Figure 1. Gate-type map.
Bar = 50 um.
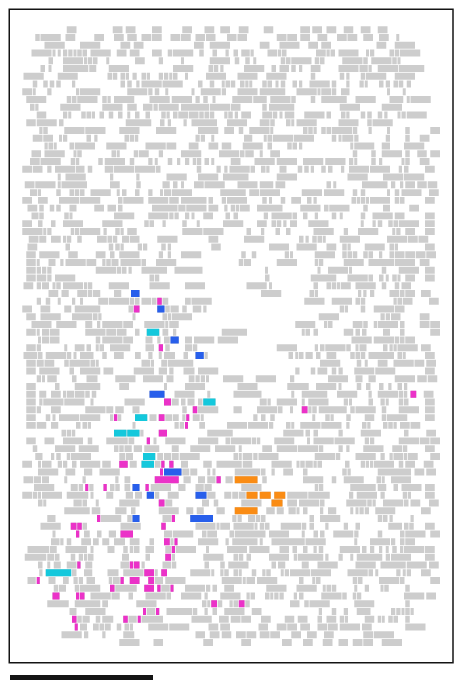
Figure 2. Routing congestion.
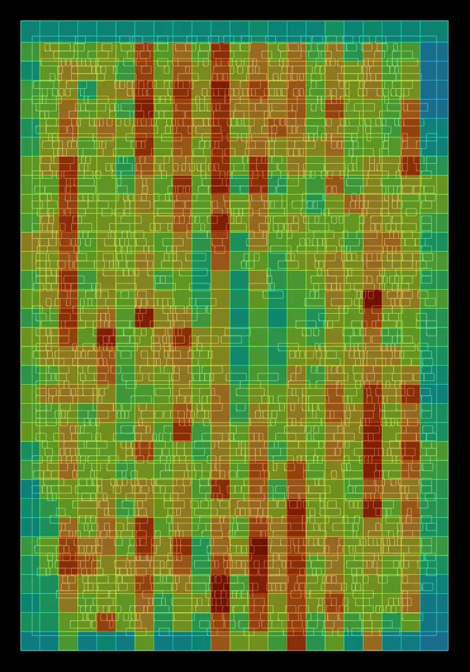
Figure 3. A small window of the routed layout.
Bar = 10 um. Region (96, 37) to (136, 77) um. Cells in grey, sequential cells in the stronger grey; small squares are vias.
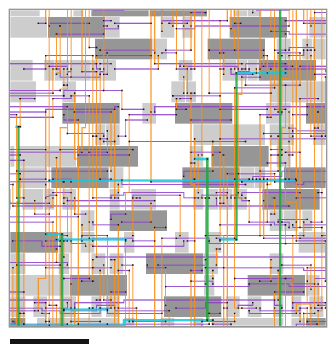
Figure 4. Met1 routing.
Bar = 50 um. Supply wires on this layer in grey.
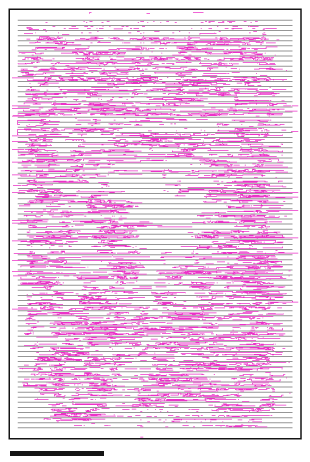
--- src/rtl/pipe_sequencer_if.sv ---
// Signal bundle between the pipe sequencer and its surroundings: control inputs,
// the pipe-generator handshake and the playfield/score status outputs.
interface pipe_sequencer_if;
   logic         start;
   logic [3:0]   bird_row;
   logic [15:0]  gen_col;
   logic         gen_valid;
   logic         gen_req;
   logic [255:0] field;
   logic [7:0]   score;
   logic         playing;
   logic         game_over;

   modport master (
      output start, bird_row, gen_col, gen_valid,
      input  gen_req, field, score, playing, game_over
   );

   modport slave (
      input  start, bird_row, gen_col, gen_valid,
      output gen_req, field, score, playing, game_over
   );
endinterface

--- src/rtl/pipe_sequencer.sv ---
// Scrolling pipe playfield sequencer: scrolls a 16x16 field once per tick, requests
// a new pipe column every GAP_COLS ticks, scores cleared pipes and detects collisions.
//
// state   | meaning
// --------+--------------------------------------------------------------
// S_IDLE  | field/score/counters cleared, waiting for start
// S_PLAY  | tick counter running, field scrolls on each tick
// S_FETCH | tick frozen, waiting for the generator to supply a column
// S_OVER  | bird hit a pipe, field and score frozen until start
module pipe_sequencer #(
   parameter int TICK_CYCLES = 12_500_000,
   parameter int GAP_COLS    = 8,
   parameter int BIRD_COL    = 2
) (
   input logic              Clock,
   input logic              RST,
   pipe_sequencer_if.slave  bus
);

   localparam int             TW        = (TICK_CYCLES > 1) ? $clog2(TICK_CYCLES) : 1;
   localparam logic [TW-1:0]  TICK_LAST = TW'(TICK_CYCLES - 1);
   localparam logic [3:0]     GAP_LAST  = 4'(GAP_COLS - 1);

   typedef enum logic [1:0] {
      S_IDLE  = 2'd0,
      S_PLAY  = 2'd1,
      S_FETCH = 2'd2,
      S_OVER  = 2'd3
   } state_t;

   state_t          state_q, state_d;
   logic [255:0]    field_q, field_d;
   logic [7:0]      score_q, score_d;
   logic [TW-1:0]   tick_q, tick_d;
   logic [3:0]      space_q, space_d;
   logic            gen_req_q, gen_req_d;

   logic [15:0]     bird_col;
   logic            hit;
   logic            tick;
   logic [7:0]      score_bump;

   assign bird_col   = field_q[BIRD_COL*16 +: 16];
   assign hit        = bird_col[bus.bird_row];
   assign tick       = (tick_q == TICK_LAST);
   // Score reflects the column about to fall off the left edge on a shift.
   assign score_bump = ((|field_q[15:0]) && (score_q != 8'hFF)) ? score_q + 8'd1 : score_q;

   always_ff @(posedge Clock) begin
      if (RST) begin
         state_q   <= S_IDLE;
         field_q   <= '0;
         score_q   <= '0;
         tick_q    <= '0;
         space_q   <= '0;
         gen_req_q <= 1'b0;
      end else begin
         state_q   <= state_d;
         field_q   <= field_d;
         score_q   <= score_d;
         tick_q    <= tick_d;
         space_q   <= space_d;
         gen_req_q <= gen_req_d;
      end
   end

   always_comb begin
      state_d   = state_q;
      field_d   = field_q;
      score_d   = score_q;
      tick_d    = tick_q;
      space_d   = space_q;
      gen_req_d = 1'b0;
      case (state_q)
         S_IDLE: begin
            field_d = '0;
            score_d = '0;
            tick_d  = '0;
            space_d = '0;
            if (bus.start) state_d = S_PLAY;
         end
         S_PLAY: begin
            if (hit) begin
               state_d = S_OVER;
            end else if (tick) begin
               tick_d = '0;
               if (space_q == 4'd0) begin
                  gen_req_d = 1'b1;
                  state_d   = S_FETCH;
               end else begin
                  field_d = {16'h0000, field_q[255:16]};
                  score_d = score_bump;
                  space_d = space_q - 4'd1;
               end
            end else begin
               tick_d = tick_q + TW'(1);
            end
         end
         S_FETCH: begin
            if (hit) begin
               state_d = S_OVER;
            end else if (bus.gen_valid) begin
               field_d = {bus.gen_col, field_q[255:16]};
               score_d = score_bump;
               space_d = GAP_LAST;
               state_d = S_PLAY;
            end
         end
         S_OVER: begin
            // Leaving OVER clears immediately so IDLE is never seen with a stale field.
            if (bus.start) begin
               state_d = S_IDLE;
               field_d = '0;
               score_d = '0;
               tick_d  = '0;
               space_d = '0;
            end
         end
         default: state_d = S_IDLE;
      endcase
   end

   assign bus.gen_req   = gen_req_q;
   assign bus.field     = field_q;
   assign bus.score     = score_q;
   assign bus.playing   = (state_q == S_PLAY) || (state_q == S_FETCH);
   assign bus.game_over = (state_q == S_OVER);

endmodule

--- src/flat_wrapper.sv ---
// flat-port wrapper written by rule: the top's interface ports become plain ports
module pipe_sequencer_flat 
#(
   parameter int TICK_CYCLES = 12_500_000,
   parameter int GAP_COLS    = 8,
   parameter int BIRD_COL    = 2
)
  (Clock, RST, bus_start, bus_bird_row, bus_gen_col, bus_gen_valid, bus_gen_req, bus_field, bus_score, bus_playing, bus_game_over);
  pipe_sequencer_if bus_i ();
  input logic Clock;
  input logic RST;
  input wire logic [$bits(bus_i.start)-1:0] bus_start;
  input wire logic [$bits(bus_i.bird_row)-1:0] bus_bird_row;
  input wire logic [$bits(bus_i.gen_col)-1:0] bus_gen_col;
  input wire logic [$bits(bus_i.gen_valid)-1:0] bus_gen_valid;
  output wire logic [$bits(bus_i.gen_req)-1:0] bus_gen_req;
  output wire logic [$bits(bus_i.field)-1:0] bus_field;
  output wire logic [$bits(bus_i.score)-1:0] bus_score;
  output wire logic [$bits(bus_i.playing)-1:0] bus_playing;
  output wire logic [$bits(bus_i.game_over)-1:0] bus_game_over;
  assign bus_i.start = bus_start;
  assign bus_i.bird_row = bus_bird_row;
  assign bus_i.gen_col = bus_gen_col;
  assign bus_i.gen_valid = bus_gen_valid;
  assign bus_gen_req = bus_i.gen_req;
  assign bus_field = bus_i.field;
  assign bus_score = bus_i.score;
  assign bus_playing = bus_i.playing;
  assign bus_game_over = bus_i.game_over;
  pipe_sequencer #(.TICK_CYCLES(TICK_CYCLES), .GAP_COLS(GAP_COLS), .BIRD_COL(BIRD_COL)) u_core (.Clock(Clock), .RST(RST), .bus(bus_i));
endmodule
--- config.mk ---
export PLATFORM = sky130hd
export DESIGN_NAME = pipe_sequencer_flat
export DESIGN_NICKNAME = d
export VERILOG_FILES = /design/src/rtl/pipe_sequencer_if.sv /design/src/rtl/pipe_sequencer.sv /design/src/flat_wrapper.sv
export SDC_FILE = /design/constraint.sdc
export NUM_CORES = 1
export LEC_CHECK = 0
export CAP_MARGIN = 20
export CELL_PAD_IN_SITES_DETAIL_PLACEMENT = 0
export CELL_PAD_IN_SITES_GLOBAL_PLACEMENT = 1
export CORE_ASPECT_RATIO = 1.5
export CORE_MARGIN = 4
export CORE_UTILIZATION = 36
export DETAILED_ROUTE_END_ITERATION = 8
export HOLD_SLACK_MARGIN = 0.05
export PLACE_DENSITY_LB_ADDON = 0.1
export SETUP_SLACK_MARGIN = 0.3
export SLEW_MARGIN = 40
export SYNTH_ARGS = -nofsm -noshare
export SYNTH_HDL_FRONTEND = slang
export SYNTH_SLANG_ARGS = --single-unit
--- constraint.sdc ---
create_clock -name Clock -period 2.7 [get_ports Clock]
set_input_delay 0.54 -clock Clock [delete_from_list [all_inputs] [get_ports Clock]]
set_output_delay 0.54 -clock Clock [all_outputs]
set_load 0.02 [all_outputs]
==> flow_summary_export.csv <==
group,metric,value,unit
outcome,outcome,"complete, no violations",
detailed_routing,drt_wl_total,41.2,mm
clocking,clockBufferDepth,3,
place,globalplace.congestion,0.817,
timing,hold_slack,466,ps
floorplanning,dieArea,0.0354,sq mm
floorplanning,ios,291,
logic_synthesis,synthTopCellsByCount,"dfxtp_1 (295), nand2_1 (278), nand3_1 (273), a21oi_1 (263)",
timing,setup_viol,0,
timing,maxSlewViolCount,0,
logic_synthesis,netlist_area,0.0117,sq mm
setup_path,reg2reg_slack,370,ps
setup_path,critPathKind,"reg2reg",
logic_synthesis,ys_cells,1448,
clocking,numCtsBuffers,30,
hold_path,hold_start,"u_core.bus.field[150]",
timing,min_period_over_period,0.864,
logic_synthesis,ys_top_cells_by_area,"dfxtp_1 (51%), nand3_1 (12%), a21oi_1 (11%)",
clocking,clock_latency,560,ps
detailed_routing,viasPerCell,5.27,
grt,grt.total_usage,0.221,
timing,slew_headroom,0.554,
clocking,cts_sinks,295,
logic_synthesis,ys.warnings.count,0,
hold_path,min_to,"u_core.bus.field[150]",
setup_path,end_kind,"register",
setup_path,crit_path_cell_trace,"nand2_1, or4_4, nor4b_4, o22a_4, buf_12, bufbuf_16, nand3_1, a21oi_2",
logic_synthesis,synthMostInstantiatedCell,"dfxtp_1",
finish,nNetsFinal,1783,
setup_path,rr_startpoint,"u_core.tick_q[17]",
detailed_routing,dr.pass1.iters,7,
clocking,h-tree-depth,1,
run,cap_violations,0,
setup_path,worstPathRequired,3180,ps
timing,period_minus_slack,2330,ps
setup_path,critPathMaxFanout,16,
grt,grt_max_degree,83,
grt,grt_pass1_vias,11000,
## Picture notes: Figure 1
| colour | family | cells | most used |
|---|---|---|---|
| blue | AND-OR and OR-AND gates | 11 | o21a_1 |
| magenta | NOR gates | 58 | nor2_1 |
| orange | multiplexers | 6 | mux2_2 |
| cyan | adder and majority cells | 8 | ha_1 |

## Picture notes: Figure 2
met3 usage: 0.0451
GR Util met1: 0.273
routed wire length per instance: 18.9 um
fin util: 0.537

## Picture notes: Figure 3
| colour | layer |
|---|---|
| orange | metal 2 |
| cyan | metal 3 |
| purple | metal 1 |
| green | metal 4 |
most frequent: nand2_1 (21), a21oi_1 (20), nand3_1 (19)
cells with their middle in the window: 93
sequential cells in the window: 19
netlist names of flops here include: u_core.bus.field (19)

## Picture notes: Figure 4
nets with wire on the layer: 1583
longest straight run: 45.1 um
share of all routed wire: 40%
wire length on this layer: 16600 um

worst max path at each step:
stage / from / end / slack, ps / cells past startpoint
after CTS: u_core.tick_q[0] / u_core.bus.field[233] / 220 / 10
after global placement: bus_bird_row[2] / u_core.bus.field[122] / -350 / 9
after floorplan: bus_bird_row[2] / u_core.tick_q[17] / 280 / 8
after detailed placement: bus_bird_row[2] / u_core.bus.field[117] / -430 / 9
after global routing: u_core.bus.field[47] / u_core.bus.field[12] / 290 / 8
final: u_core.tick_q[17] / u_core.bus.field[4] / 370 / 8
cell families after synthesis:
logic type                 synth area share
adders and majority gates           0.00857
muxes                               0.00771
AOI/OAI and AO/OA                     0.150
buffers and inverters                0.0544
xor gates and xnor gates            0.00825
DFF                                   0.506
and+or+nand+nor                       0.266
metrics by stage:
step	setup slack, ps	instances	setup TNS [ps]	instance area [sq um]
4_1_cts	220	2174	0	16900
3_5_place_dp	-431	2112	-94080	15700
5_1_grt	291	2184	0	17200
2_1_floorplan	279	1448	0	11700
6_report	367	2184	0	17200
3_3_place_gp	-349	2112	-74980	15700
worst max-delay path: cells and delay by family (launching register included):
family	cells	cell delay, ps
simple gates	4	1030
buf+inv	2	450
flops	1	400
compound gates	2	380
per-layer routing:
metal / wire length, um / up-vias / part of all wire / track usage
met5: 0 / - / 0 / 0
met4: 1240 / 0 / 0.030 / 0.0773
met3: 2600 / 59 / 0.063 / 0.0451
met2: 20800 / 334 / 0.50 / 0.380
met1: 16600 / 5434 / 0.40 / 0.273
li1: - / 5683 / - / -
final cells by class:
cell class / count / area [sq um]
Multi-Input combinational cell: 1006 / 5300
Clock buffer: 45 / 888
Fill cell: 3121 / 14800
Clock inverter: 8 / 76.3
Timing Repair Buffer: 400 / 4380
Sequential cell: 295 / 5920
Antenna cell: 2 / 5.00
Inverter: 18 / 67.6
Tap cell: 410 / 513
layout by cell type, fill, tap and decap left out, types with 4 or more instances in the layout:
cell	synthesis	routed
clkdlybuf4s50_1	0	285
dfxtp_1	295	285
nand2_1	278	277
nand3_1	273	270
a21oi_1	263	251
buf_4	0	61
buf_12	0	37
clkbuf_16	0	34
nor2_1	25	25
inv_1	18	18
nand3b_1	18	18
o21ai_0	14	14
a21oi_2	0	12
nor4_1	13	12
nor3_1	11	11
xnor2_1	10	10
dfxtp_2	0	10
clkbuf_1	61	8
ha_1	8	7
clkbuf_8	0	7
o32ai_1	6	6
or3_1	6	6
and3_1	6	5
mux2_2	4	4
a311oi_1	4	4
nand4_1	4	4
clkinv_2	0	4
buf_16	0	4
dlygate4sd2_1	0	4
flip-flops by register name, summed over array words and instances (netlist names):
signal and cells:
u_core.bus.field 256, u_core.tick_q 24, u_core.bus.score 8, u_core.space_q 4, u_core.state_q 2, u_core.bus.gen_req 1
power by group:
part | total, uW | leakage, uW | internal [uW] | switching, uW
clock network | 4090 | 0.000471 | 2360 | 1730
registers | 4440 | 0.00238 | 4400 | 43.6
logic | 6550 | 0.00276 | 2870 | 3680
repair_timing:
| action | 4_1_cts | 5_1_grt |
|---|---|---|
| pin swaps | 3 | 11 |
| setup buffers | 6 | 5 |
| gates cloned | 3 | 3 |
| gates resized | 19 | 31 |
| endpoints found under the setup margin | 270 | 268 |
| hold buffers | 0 | 0 |
No activity file was given, so power comes from the tool's default toggle rates.
